### config.mk
export PLATFORM = sky130hd
export DESIGN_NAME = poststore_writer_flat
export DESIGN_NICKNAME = d
export VERILOG_FILES = /design/src/rtl/poststore_pkg.sv /design/src/rtl/poststore_if.sv /design/src/rtl/poststore_fifo.sv /design/src/rtl/poststore_writer.sv /design/src/flat_wrapper.sv
export SDC_FILE = /design/constraint.sdc
export NUM_CORES = 1
export LEC_CHECK = 0
export CELL_PAD_IN_SITES_DETAIL_PLACEMENT = 2
export CELL_PAD_IN_SITES_GLOBAL_PLACEMENT = 2
export CORE_AREA = 2 2 236 238
export CTS_BUF_LIST = sky130_fd_sc_hd__clkbuf_16
export CTS_CLUSTER_SIZE = 8
export DETAILED_ROUTE_END_ITERATION = 6
export DIE_AREA = 0 0 238 240
export DONT_BUFFER_PORTS = 1
export PLACE_DENSITY = 0.82
export SYNTH_ARGS = -nofsm -noshare
export SYNTH_HDL_FRONTEND = slang
export SYNTH_HIERARCHICAL = 1
export SYNTH_SLANG_ARGS = --single-unit
### constraint.sdc
create_clock -name clk -period 6.9 [get_ports clk]
set_clock_uncertainty 0.15 [all_clocks]
set_input_delay 0.69 -clock clk [delete_from_list [all_inputs] [get_ports clk]]
set_output_delay 0.69 -clock clk [all_outputs]
set_load 0.05 [all_outputs]
### src/rtl/poststore_pkg.sv
// poststore_pkg: shared types, constants and helpers for the poststore writer.
//   state_t   : request FSM states (IDLE, LOAD, REQ, WAIT)
//   BUF_READY : buffer state code meaning "results ready to drain"
//   burst_len : beats-1 of the next burst for a given number of remaining beats
package poststore_pkg;

    localparam int ADDR_W     = 32;
    localparam int DATA_W     = 64;
    localparam int LEN_W      = 4;
    localparam int MAX_BURST  = 16;
    localparam int BEAT_BYTES = 8;

    localparam logic [2:0] BUF_READY = 3'b011;

    typedef enum logic [1:0] {IDLE, LOAD, REQ, WAIT} state_t;

    // Zero remaining beats maps to 0 so idle request fields read as 0.
    function automatic logic [LEN_W-1:0] burst_len(input logic [ADDR_W-1:0] n);
        return (n > ADDR_W'(MAX_BURST)) ? LEN_W'(MAX_BURST - 1) :
               (n == '0) ? '0 : LEN_W'(n - 1);
    endfunction

endpackage

### src/rtl/poststore_if.sv
// poststore_if: HP write-request and write-data channel bundle.
//   master : wr_req_addr/en/burst_length, hp_dataout/wvalid/wlast out; wr_req_ack, hp_wready in
//   slave  : mirror of master
interface poststore_if;
    import poststore_pkg::*;

    logic [ADDR_W-1:0] wr_req_addr;
    logic              wr_req_en;
    logic [LEN_W-1:0]  wr_req_burst_length;
    logic              wr_req_ack;
    logic [DATA_W-1:0] hp_dataout;
    logic              hp_wvalid;
    logic              hp_wlast;
    logic              hp_wready;

    modport master (
        output wr_req_addr, wr_req_en, wr_req_burst_length, hp_dataout, hp_wvalid, hp_wlast,
        input  wr_req_ack, hp_wready
    );

    modport slave (
        input  wr_req_addr, wr_req_en, wr_req_burst_length, hp_dataout, hp_wvalid, hp_wlast,
        output wr_req_ack, hp_wready
    );

endinterface

### src/rtl/poststore_fifo.sv
// poststore_fifo: synchronous DEPTH x WIDTH FIFO with occupancy count.
//   clk, rst : clock, synchronous active-high reset (empties the FIFO)
//   push/din : write din when push
//   pop      : advance head when pop
//   dout     : current head entry
//   count    : number of stored entries
module poststore_fifo #(
    parameter int DEPTH = 4,
    parameter int WIDTH = 64
) (
    input  logic                     clk,
    input  logic                     rst,
    input  logic                     push,
    input  logic                     pop,
    input  logic [WIDTH-1:0]         din,
    output logic [WIDTH-1:0]         dout,
    output logic [$clog2(DEPTH):0]   count
);

    localparam int AW = $clog2(DEPTH);
    localparam int CW = AW + 1;

    logic [WIDTH-1:0] mem [DEPTH];
    logic [AW-1:0]    wp;
    logic [AW-1:0]    rp;

    assign dout = mem[rp];

    always_ff @(posedge clk) begin
        if (rst) begin
            wp    <= '0;
            rp    <= '0;
            count <= '0;
        end else begin
            if (push) begin
                mem[wp] <= din;
                wp      <= wp + 1'b1;
            end
            if (pop) rp <= rp + 1'b1;
            count <= count + CW'(push) - CW'(pop);
        end
    end

endmodule

### src/rtl/poststore_writer.sv
// poststore_writer: drains a ping-pong result buffer to DDR over the HP write port.
//   clk, rst                   : clock, synchronous active-high reset
//   start_address/store_length : store byte address and beat count, sampled in LOAD
//   buffer0/1_state, use_select: buffer readiness and tie-break when both are ready
//   store_select/read/read_address, buffer_rd_data : buffer read side (1-cycle latency)
//   store_finish               : high when idle or done
//   hp (poststore_if.master)   : write-request and write-data channels
//   stall_cycles               : only with POSTSTORE_STALL_CNT_EN; cycles with wvalid & ~wready
module poststore_writer
    import poststore_pkg::*;
#(
    parameter int FIFO_DEPTH = 4
) (
    input  logic              clk,
    input  logic              rst,
    input  logic [ADDR_W-1:0] start_address,
    input  logic [ADDR_W-1:0] store_length,
    input  logic [2:0]        buffer0_state,
    input  logic [2:0]        buffer1_state,
    input  logic              use_select,
    output logic              store_select,
    output logic              store_read,
    output logic [ADDR_W-1:0] store_read_address,
    input  logic [DATA_W-1:0] buffer_rd_data,
    output logic              store_finish,
    poststore_if.master       hp
`ifdef POSTSTORE_STALL_CNT_EN
    ,
    output logic [31:0]       stall_cycles
`endif
);

    state_t                  state;
    logic [ADDR_W-1:0]       reqcnt;
    logic [ADDR_W-1:0]       datacnt;
    logic [ADDR_W-1:0]       rd_rem;
    logic [ADDR_W-1:0]       outstanding;
    logic [LEN_W-1:0]        bcnt;
    logic                    mid;
    logic                    rd_pend;
    logic [DATA_W-1:0]       head;
    logic [$clog2(FIFO_DEPTH):0] count;

    logic              b0_rdy, b1_rdy, accept, ack, last, rd_go;
    logic [LEN_W-1:0]  cur;
    logic [ADDR_W-1:0] bsz, nxt_cnt;

    assign b0_rdy = buffer0_state == BUF_READY;
    assign b1_rdy = buffer1_state == BUF_READY;
    assign accept = hp.hp_wvalid & hp.hp_wready;
    assign ack    = hp.wr_req_en & hp.wr_req_ack;

    // Remaining beats in the current burst minus one; a fresh burst derives it from datacnt.
    assign cur  = mid ? bcnt : burst_len(datacnt);
    assign last = cur == '0;

    assign hp.hp_wvalid  = (count != '0) && (outstanding != '0);
    assign hp.hp_dataout = hp.hp_wvalid ? head : '0;
    assign hp.hp_wlast   = hp.hp_wvalid & last;

    assign bsz     = ADDR_W'(hp.wr_req_burst_length) + 1;
    assign nxt_cnt = reqcnt - bsz;

    // Reads already issued but not yet in the FIFO count against its free space.
    assign rd_go = (state == REQ || state == WAIT) && rd_rem != '0 &&
                   (32'(count) + 32'(rd_pend) + 32'(store_read) < 32'(FIFO_DEPTH));

    poststore_fifo #(.DEPTH(FIFO_DEPTH), .WIDTH(DATA_W)) u_fifo (
        .clk   (clk),
        .rst   (rst),
        .push  (rd_pend),
        .pop   (accept),
        .din   (buffer_rd_data),
        .dout  (head),
        .count (count)
    );

    always_ff @(posedge clk) begin
        if (rst) begin
            state                  <= IDLE;
            store_select           <= 1'b0;
            store_read             <= 1'b0;
            store_read_address     <= '0;
            store_finish           <= 1'b1;
            hp.wr_req_en           <= 1'b0;
            hp.wr_req_addr         <= '0;
            hp.wr_req_burst_length <= '0;
            reqcnt                 <= '0;
            datacnt                <= '0;
            rd_rem                 <= '0;
            outstanding            <= '0;
            bcnt                   <= '0;
            mid                    <= 1'b0;
            rd_pend                <= 1'b0;
        end else begin
            rd_pend    <= store_read;
            store_read <= rd_go;
            if (rd_go) rd_rem <= rd_rem - 1;
            if (store_read) store_read_address <= store_read_address + 2;
            if (accept) begin
                datacnt <= datacnt - 1;
                mid     <= !last;
                bcnt    <= cur - 1'b1;
            end
            outstanding <= outstanding + ADDR_W'(ack) - ADDR_W'(accept & last);
            case (state)
                IDLE: if (b0_rdy || b1_rdy) begin
                    store_select <= (b0_rdy && b1_rdy) ? use_select : b1_rdy;
                    state        <= LOAD;
                end
                LOAD: begin
                    hp.wr_req_addr         <= start_address;
                    hp.wr_req_burst_length <= burst_len(store_length);
                    hp.wr_req_en           <= store_length != '0;
                    reqcnt                 <= store_length;
                    datacnt                <= store_length;
                    rd_rem                 <= store_length;
                    store_read_address     <= '0;
                    store_finish           <= store_length == '0;
                    state                  <= (store_length == '0) ? IDLE : REQ;
                end
                REQ: if (ack) begin
                    hp.wr_req_addr         <= hp.wr_req_addr + bsz * ADDR_W'(BEAT_BYTES);
                    hp.wr_req_burst_length <= burst_len(nxt_cnt);
                    hp.wr_req_en           <= nxt_cnt != '0;
                    reqcnt                 <= nxt_cnt;
                    if (nxt_cnt == '0) state <= WAIT;
                end
                WAIT: if (accept && datacnt == 1) begin
                    store_finish <= 1'b1;
                    state        <= IDLE;
                end
                default: state <= IDLE;
            endcase
        end
    end

`ifdef POSTSTORE_STALL_CNT_EN
    always_ff @(posedge clk) begin
        if (rst || state == LOAD) stall_cycles <= '0;
        else if (hp.hp_wvalid && !hp.hp_wready && stall_cycles != '1) stall_cycles <= stall_cycles + 1;
    end
`endif

endmodule

### src/flat_wrapper.sv
// flat-port wrapper written by rule: the top's interface ports become plain ports
module poststore_writer_flat import poststore_pkg::*;
#(
    parameter int FIFO_DEPTH = 4
)
  (clk, rst, start_address, store_length, buffer0_state, buffer1_state, use_select, store_select, store_read, store_read_address, buffer_rd_data, store_finish, hp_wr_req_addr, hp_wr_req_en, hp_wr_req_burst_length, hp_hp_dataout, hp_hp_wvalid, hp_hp_wlast, hp_wr_req_ack, hp_hp_wready);
  poststore_if hp_i ();
  input  logic clk;
  input  logic rst;
  input  logic [ADDR_W-1:0] start_address;
  input  logic [ADDR_W-1:0] store_length;
  input  logic [2:0] buffer0_state;
  input  logic [2:0] buffer1_state;
  input  logic use_select;
  output logic store_select;
  output logic store_read;
  output logic [ADDR_W-1:0] store_read_address;
  input  logic [DATA_W-1:0] buffer_rd_data;
  output logic store_finish;
  output wire logic [$bits(hp_i.wr_req_addr)-1:0] hp_wr_req_addr;
  output wire logic [$bits(hp_i.wr_req_en)-1:0] hp_wr_req_en;
  output wire logic [$bits(hp_i.wr_req_burst_length)-1:0] hp_wr_req_burst_length;
  output wire logic [$bits(hp_i.hp_dataout)-1:0] hp_hp_dataout;
  output wire logic [$bits(hp_i.hp_wvalid)-1:0] hp_hp_wvalid;
  output wire logic [$bits(hp_i.hp_wlast)-1:0] hp_hp_wlast;
  input wire logic [$bits(hp_i.wr_req_ack)-1:0] hp_wr_req_ack;
  input wire logic [$bits(hp_i.hp_wready)-1:0] hp_hp_wready;
  assign hp_wr_req_addr = hp_i.wr_req_addr;
  assign hp_wr_req_en = hp_i.wr_req_en;
  assign hp_wr_req_burst_length = hp_i.wr_req_burst_length;
  assign hp_hp_dataout = hp_i.hp_dataout;
  assign hp_hp_wvalid = hp_i.hp_wvalid;
  assign hp_hp_wlast = hp_i.hp_wlast;
  assign hp_i.wr_req_ack = hp_wr_req_ack;
  assign hp_i.hp_wready = hp_hp_wready;
  poststore_writer #(.FIFO_DEPTH(FIFO_DEPTH)) u_core (.clk(clk), .rst(rst), .start_address(start_address), .store_length(store_length), .buffer0_state(buffer0_state), .buffer1_state(buffer1_state), .use_select(use_select), .store_select(store_select), .store_read(store_read), .store_read_address(store_read_address), .buffer_rd_data(buffer_rd_data), .store_finish(store_finish), .hp(hp_i));
endmodule
==> Flow_metrics.wiki <==
=== Synthesis and place and route ===
{| class="wikitable"
! Metric !! Value
|-
| Status || finished clean
|-
| Number of distinct standard cells referenced by the synthesized netlist || 95
|-
| Remaining number of nets flagged by the antenna check after routing || 0
|-
| Family of cells with the greatest summed delay on the critical path || simple AND/OR/NAND/NOR gates
|-
| Depth of the CTS H-tree || 3
|-
| Post-CTS Setup Inserts || 0
|-
| Clock slew at the register clock pins of the worst setup and hold paths || 0.05 ns
|-
| Average via count per standard cell || 5.95
|-
| Sequential standard cell area || 0.0120 sq mm
|-
| Total power after layout || 11.3 mW
|-
| Initial drt markers || 793
|-
| Actual slew at the worst max-slew pin || 1.23 ns
|-
| Yosys Instances || 2,014
|-
| Clock tree from TritonCTS || yes
|-
| Tool Warnings || 50
|-
| Vias in the first global route || 18,400
|-
| Leakage power || 9.05 nW
|-
| Tally of yosys warning messages || 6
|-
| Hold_sp || buffer_rd_data[12]
|-
| Startpoint Class || flop
|-
| Global-route congestion overflow total || 0
|-
| Crit-path cells || nor4_1 -> nand2_1 -> or3_1 -> or2_1 -> or3_1 -> o21ai_0 -> ha_1 -> nand3_1 -> nor2_1 -> ha_1 -> inv_1 -> ha_1 -> fa_1 -> a21o_1 -> a21oi_1 -> o31a_1 -> o22a_1 -> a31oi_1 -> a311oi_1 -> a21boi_0 -> mux2_1
|-
| Vertical die dimension || 240 microns
|-
| Clock latency on the worst-skew pair || 0.60 ns
|-
| Avg Inst Size Synth || 11.2 sq um
|-
| Async set or reset register ratio after synthesis || 0%
|-
| Total of buffers placed on input and output ports || 0
|-
| Total die size || 0.0571 sq mm
|-
| Pin count of the biggest net entering global routing || 157
|-
| Minimum clock period after layout || 6.28 ns
|-
| Crit path capture type || flop
|-
| Quantity of gates resized following cts || 0
|-
| Num rows || 86
|-
| Instance count of the mapped netlist || 2,014
|-
| Initial Utilization || 41.4%
|-
| Number of synthesized flops with an enable pin || 256
|-
| Number of buffers added by the clock tree synthesis step || 69
|-
| Utilization after layout || 47.3%
|-
| CTS Hold Buffers Added || 71
|-
| Worst endpoint data arrival time || 6.61 ns
|-
| Cell with the most instances on the worst path || sky130_fd_sc_hd__ha_1
|-
| First-pass GRT wire length || 115,000 microns
|-
| Total detailed-routing wirelength || 74,600 microns
|-
| Area used by multi-input combinational logic || 0.00989 sq mm
|-
| Accumulated negative setup slack || 0 ns
|-
| Total via count after detailed routing || 16,700
|-
| Placer congestion estimate || 0.862
|-
| Source of the critical timing path || u_core/datacnt[12]
|-
| Most heavily used metal layer in global routing || met2
|-
| Worst hold-check path type || input pin to flop
|-
| Slew Viols, Final || 0
|-
| Pwr Density || 437 mW/mm^2
|-
| Setup-violating endpoint count in the final report || 0
|-
| Number of hold violations in the final report || 0
|-
| Worst-path maximum fanout || 5
|-
| Detail Placement HPWL || 47,000 microns
|-
| Clock root cell || sky130_fd_sc_hd__clkbuf_16
|-
| Max Clock Freq || 0.159 GHz
|-
| Critical path data required time || 7.23 ns
|-
| Highest-count logic cell in the final layout || sky130_fd_sc_hd__edfxtp_1
|-
| Number of nets at the end of the flow || 2,300
|-
| Width of the chip || 238 microns
|-
| Final critical-path share of the clock period || 91.1%
|-
| Number of antenna violations at the first check in global routing || 2
|-
| Startpoint of the most critical register-to-register path || u_core/datacnt[12]
|-
| Fraction of layout instances using a drive strength above 1 || 9.36%
|-
| Setup CP Type || flop to flop
|-
| Share of synthesized area occupied by flip-flops and latches || 53.1%
|-
| Chip Area, Yosys || 0.0226 sq mm
|-
| Number of diodes added for antenna fixing || 0
|-
| Worst voltage drop across the vdd grid || 0.178 mV
|-
| Met1 Usage GRT || 31.5%
|-
| Post-route worst hold slack || 0.0323 ns
|-
| Area Growth Syn to Fin || 14.2%
|-
| Sum of buffers and inverters on the critical path || 1
|-
| Final instance count without filler cells || 2,809
|-
| Clock sink total || 472
|-
| Number of fillers in the final layout || 5,507
|-
| Max transition margin || 18.1%
|-
| Crit path largest cell delay || 0.65 ns
|-
| Placed instance count || 2,643
|-
| Cell Area, Synth || 0.0226 sq mm
|-
| DR pass1 iterations || 5
|-
| Most common logic cells in the final layout || sky130_fd_sc_hd__edfxtp_1 (256), sky130_fd_sc_hd__dfxtp_1 (214), sky130_fd_sc_hd__nor2_1 (178), sky130_fd_sc_hd__nand2_1 (150), sky130_fd_sc_hd__a21oi_1 (140)
|}
[worst register-to-register path: cells and delay by family, from the launching register on]
kind                       cells  cell delay (ns)
AOI/OAI and AO/OA              8             1.83
adders and majority gates      4             1.02
buffers and inverters          1             0.05
DFF                            1             0.36
muxes                          1             0.36
and+or+nand+nor                7             2.39
[per-layer routing]
| layer | up-vias | part of all wire (%) |
|---|---|---|
| met2 | 433 | 51 |
| met5 | - | 0.042 |
| met4 | 4 | 1.8 |
| met1 | 8628 | 41 |
| met3 | 95 | 6.2 |
| li1 | 7565 | - |
[sequential cells by signal, summed over array words and instances (netlist names), 2 cells and up, named ones only]
name                           count
u_core/u_fifo/rp                   2
u_core/datacnt                    32
u_core/hp.wr_req_addr             32
u_core/store_read_address         31
u_core/outstanding                32
u_core/u_fifo/count                3
u_core/u_fifo/mem                256
u_core/bcnt                        4
u_core/reqcnt                     32
u_core/hp.wr_req_burst_length      4
u_core/rd_rem                     32
u_core/u_fifo/wp                   2
[area by class of cell]
class / instances / share of cell area [%]
clock buffers: 69 / 6.68
clock inverters: 26 / 0.721
inverters: 77 / 1.12
multi-input cells: 1370 / 38.3
flip-flops and latches: 472 / 46.5
well taps: 704 / 3.41
repair buffers: 91 / 3.33
[where the power goes]
part	switching (mW)	internal, mW	leakage [nW]
Sequential	0.476	3.25	4.07
Combinational	2.93	1.55	3.98
Clock	1.30	1.79	1.00
Total	4.71	6.60	9.05
[stage by stage]
stage                     setup WS (ns)  instance area [sq um]
after global routing              0.195                  25900
after global placement             1.08                  23200
after floorplan                    1.70                  22600
after CTS                         0.620                  25900
final                             0.617                  25900
after detailed placement          0.617                  23200
[path summary, 6_finish.rpt]
check / to / slack [ns] / cells after the start
setup / recovery: u_core/outstanding[28] / 0.62 / 21
hold / removal: u_core/u_fifo/mem[2][12] / 0.03 / 0
setup reg to reg: u_core/outstanding[28] / 0.62 / 21
hold reg to reg: u_core/bcnt[2] / 0.32 / 2
[synth_stat cells (all sizes together) (9+ instances only)]
cell	instances	share of area (%)
o21ai	54	1.2
nand3b	9	0.30
a31oi	23	0.64
dfxtp	216	19
mux4	64	6.4
edfxtp	256	34
or3	24	0.66
o211ai	11	0.36
nand2b	13	0.36
nor2b	25	0.69
a311oi	14	0.54
xor2	51	2.0
and2	76	2.1
nor3	42	0.93
or2	10	0.28
nand4	17	0.47
nor2	182	3.0
a21oi	142	3.2
o21bai	24	0.80
nand3	50	1.1
inv	77	1.3
ha	76	4.2
a211oi	39	1.3
or4	13	0.48
nand2	153	2.6
mux2i	17	0.75
clkbuf	70	1.2
nor4	41	1.2
xnor2	63	2.4
a221oi	21	0.84
and3	14	0.39
buf	25	0.97
[cells by family (layout without fill, tap and decap cells)]
| kind of cell | after synthesis | after routing | synth area share [%] |
|---|---|---|---|
| simple gates | 697 | 697 | 15.7 |
| flops | 472 | 472 | 53.1 |
| compound gates | 389 | 389 | 11.2 |
| buf+inv | 172 | 263 | 3.42 |
| xor+xnor | 115 | 115 | 4.52 |
| mux | 88 | 88 | 7.55 |
| fa+ha+maj | 80 | 80 | 4.56 |
| other cells | 1 | 1 | 0.0166 |
**Cell classes on the final placement**

The bar under the picture is 50 microns long.
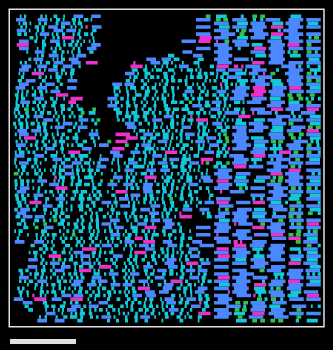
class	color	cells	share of their area
registers	blue	472	48%
remaining logic cells	cyan	1,447	41%
clock drivers and dummy loads	magenta	95	7.7%
remaining buffers and delay cells	green	91	3.4%
core box area: 0.0547 sq mm
final non-filler cell area: 0.0259 sq mm

**Sequential cells grouped by signal name**

The bar under the picture is 50 microns long.
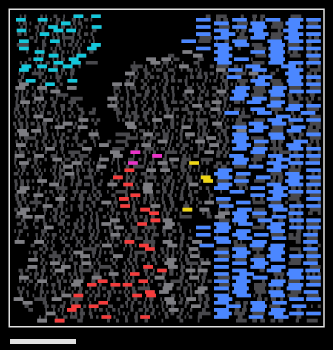
name in the netlist	color	placed flops
u_core/u_fifo/mem	blue	256
u_core/store_read_address	cyan	31
u_core/rd_rem	red	32
u_core/u_fifo/count	magenta	3
u_core/bcnt	yellow	4
not colored	146

**Routing congestion**

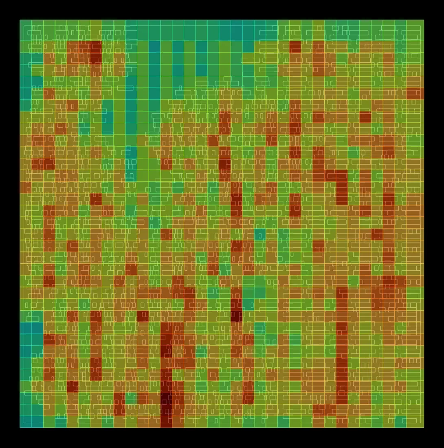
global routing usage summed across all routing layers: 26.1%
wire length per cell: 26.6 microns

No activity file was given, so power comes from the tool's default toggle rates.
